<file path="src/rtl/lfsr_err_counter.sv">
// Saturating, clearable error counter.
//   clk, reset : clock, asynchronous active-high reset
//   inc        : count one error this cycle
//   clr        : clear the count; a simultaneous inc leaves the count at 1
//   count      : current count, holds at all-ones
module lfsr_err_counter #(
  parameter int ERR_CNT_W = 16
) (
  input  logic                 clk,
  input  logic                 reset,
  input  logic                 inc,
  input  logic                 clr,
  output logic [ERR_CNT_W-1:0] count
);

  function automatic logic [ERR_CNT_W-1:0] sat_inc(input logic [ERR_CNT_W-1:0] v);
    return (v == '1) ? v : v + 1'b1;
  endfunction

  always_ff @(posedge clk or posedge reset) begin
    if (reset) begin
      count <= '0;
    end else if (clr) begin
      // The error arriving with the clear is the first one of the new count.
      count <= inc ? ERR_CNT_W'(1) : '0;
    end else if (inc) begin
      count <= sat_inc(count);
    end
  end

endmodule

</file>
<file path="config.mk">
export PLATFORM = sky130hd
export DESIGN_NAME = lfsr_err_counter
export DESIGN_NICKNAME = d
export VERILOG_FILES = /design/src/rtl/lfsr_err_counter.sv
export SDC_FILE = /design/constraint.sdc
export NUM_CORES = 1
export LEC_CHECK = 0
export CAP_MARGIN = 25
export CORE_MARGIN = 1.5
export CORE_UTILIZATION = 43
export CTS_CLUSTER_SIZE = 10
export DETAILED_ROUTE_END_ITERATION = 8
export HOLD_SLACK_MARGIN = 0.08
export PLACE_DENSITY = 0.69
export SETUP_SLACK_MARGIN = 0.5
export SYNTH_ARGS = -nofsm -noshare
export SYNTH_HDL_FRONTEND = slang
export SYNTH_SLANG_ARGS = --single-unit
</file>
<file path="constraint.sdc">
create_clock -name clk -period 4.7 [get_ports clk]
set_input_delay 0.94 -clock clk [delete_from_list [all_inputs] [get_ports clk]]
set_output_delay 0.94 -clock clk [all_outputs]
set_load 0.005 [all_outputs]
</file>
==> images/port_nets.png <==
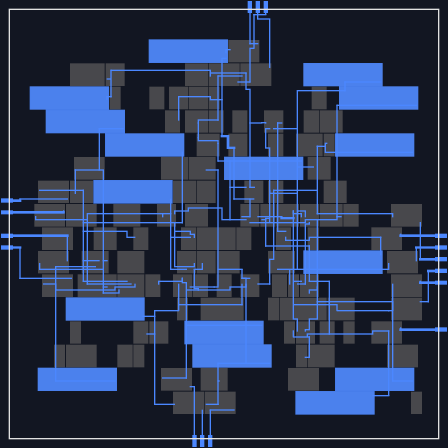
port	color	direction	end cells	buffers	wire
count	blue	output	16	16	805 um
IO Port Bufs: 19
I/O pin cnt: 20

==> images/met3.png <==
Scale bar: 10 um.
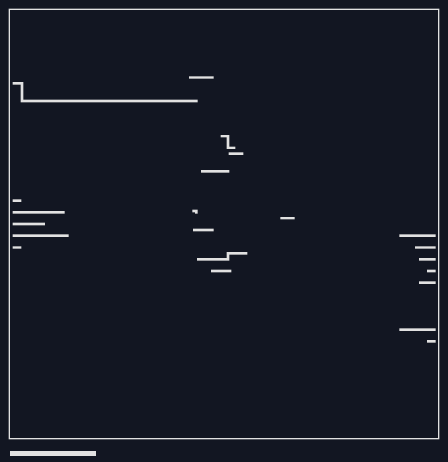
share of all routed wire	3.4%
wire length on this layer	76.2 um
main direction	horizontal
nets with wire on the layer	18
longest straight run	20.2 um
vias: 900
M3 GR Usage: 0.03030
final WL: 2.263 mm

==> results.tsv <==
metric	value	unit
ys_sh_mux	0.04412	
power_frac_seq	0.549	
edf_count	0	
async_flop_share	1.000	
synth_warnings	0	
die-area	0.002466	sq mm
outcome	complete, no violations	
hp-class	reg2reg	
setup_viol	0	
dr.pass1.iters	4	
largest_register_ffs	16	
via_per_inst	6.164	
fp_util	0.4675	
yosysTopAreaCell	dfrtp_1	
numSynthFlops	16	
swShare	0.2439	
combPwrFrac	0.100	
clkPwrFrac	0.352	
syn-cell-area	935.9	sq um
syn_area_per_cell	9.454	sq um
clkSinkCount	16	
cp-start-kind	input pin	
cts_inserted_buffers	3	
die_w	49.66	um
==> images/cell_classes.png <==
Fill, decap, tap and diode cells in gray.
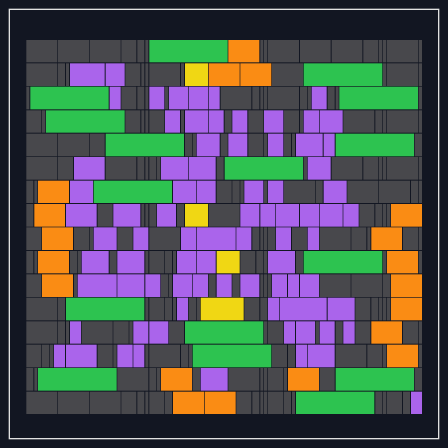
class	color	cells	share of their area
other buffers and delay cells	orange	19	17%
all other logic	purple	80	45%
flip-flops	green	16	35%
clock drivers and dummy loads	yellow	4	3.2%
fin util: 0.5881
Seq/total area: 0.3401
Core Region: 0.002002 sq mm
fin area: 0.001177 sq mm
Core Rows: 16

==> images/met2.png <==
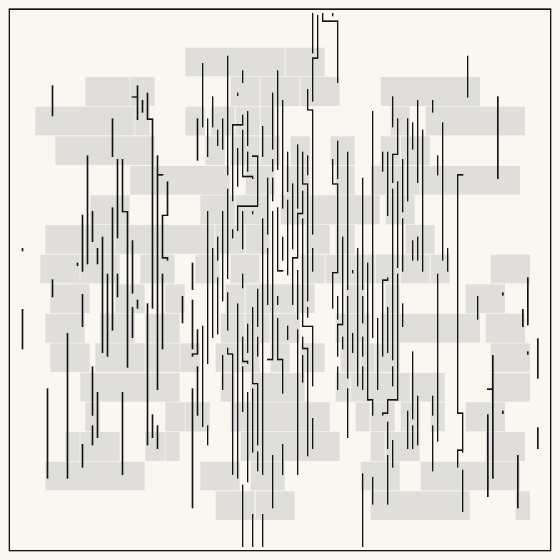
nets with wire on the layer	111
longest straight run	23.5 um
met2 usage: 0.3600

## critical path, stage by stage
cell,delay [ns]
clkdlybuf4s50_1,0.60
nand4_1,0.15
nand2b_2,0.27
nor4_1,0.36
mux2_2,0.37
## per-layer routing
metal / vias to the layer above / part of all wire / track usage
li1: 429 / - / -
met5: - / 0 / 0
met4: 0 / 0.020 / 0.09259
met2: 25 / 0.48 / 0.3600
met3: 7 / 0.034 / 0.03030
met1: 439 / 0.46 / 0.2697
## synthesized netlist by cell type (all sizes together) (4+ instances only)
| cell | instances |
|---|---|
| o21ai | 4 |
| dfrtp | 16 |
| nand2 | 7 |
| inv | 4 |
| or4 | 4 |
| nand3 | 4 |
| nand4 | 7 |
| a21oi | 9 |
| nor3 | 4 |
## logic make-up (layout without fill, tap and decap cells)
logic type	count (synthesis)	in the layout
adders and majority gates	1	1
muxes	4	4
and+or+nand+nor	44	44
buffers and inverters	7	27
DFF	16	16
xor gates and xnor gates	1	1
AOI/OAI and AO/OA	26	26
## power groups by stage
stage / clock [W] / combinational, W / sequential, W
2_1_floorplan: 0 / 0.0000136 / 0.000148
3_3_place_gp: 0 / 0.0000264 / 0.000148
3_5_place_dp: 0 / 0.0000270 / 0.000149
4_1_cts: 0.0000951 / 0.0000273 / 0.000146
5_1_grt: 0.000103 / 0.0000307 / 0.000147
6_report: 0.0000937 / 0.0000265 / 0.000146
## cells in the final DEF (no fill, tap or decap), types with 2 or more instances in the layout
master / n
clkdlybuf4s50_1: 19
dfrtp_1: 16
a21oi_1: 9
nand4_1: 7
nand2_1: 7
inv_1: 4
nand3_1: 4
nor3_1: 4
o21ai_0: 4
or4_1: 4
nor2_1: 3
or3_1: 3
mux2i_1: 3
clkbuf_4: 3
a211oi_1: 2
and3_1: 2
a311oi_1: 2
o41ai_1: 2
o31ai_1: 2
nor4_1: 2
## per-stage QoR
step                utilization  setup WS (ns)  area [sq um]  cells
global placement         0.5700          1.931          1141    142
global route             0.5881          2.049          1177    146
floorplan                     -          2.620         935.9     99
CTS                      0.5881          2.199          1177    146
detailed placement       0.5700          1.891          1141    142
finish                   0.5881          2.201          1177    146
## cell type report
cell class | instances | area [sq um] | share of cell area
Timing Repair Buffer | 19 | 190.2 | 0.1615
Inverter | 4 | 15.01 | 0.01275
Sequential cell | 16 | 400.4 | 0.3401
Multi-Input combinational cell | 76 | 501.7 | 0.4261
Clock buffer | 4 | 36.28 | 0.03082
Tap cell | 27 | 33.78 | 0.02869
## worst paths after layout
path / start / to / slack [ns] / depth (start not counted)
setup reg to reg: count[0] / count[12] / 2.76 / 5
hold / removal: count[6] / count[6] / 0.57 / 1
setup / recovery: inc / count[15] / 2.20 / 5
hold reg to reg: count[6] / count[6] / 0.57 / 1
max in group asynchronous: reset / count[1] / 3.28 / 2
min in group asynchronous: reset / count[13] / 1.02 / 2
Power figures rest on the tool's default switching activity, not on a simulated workload.
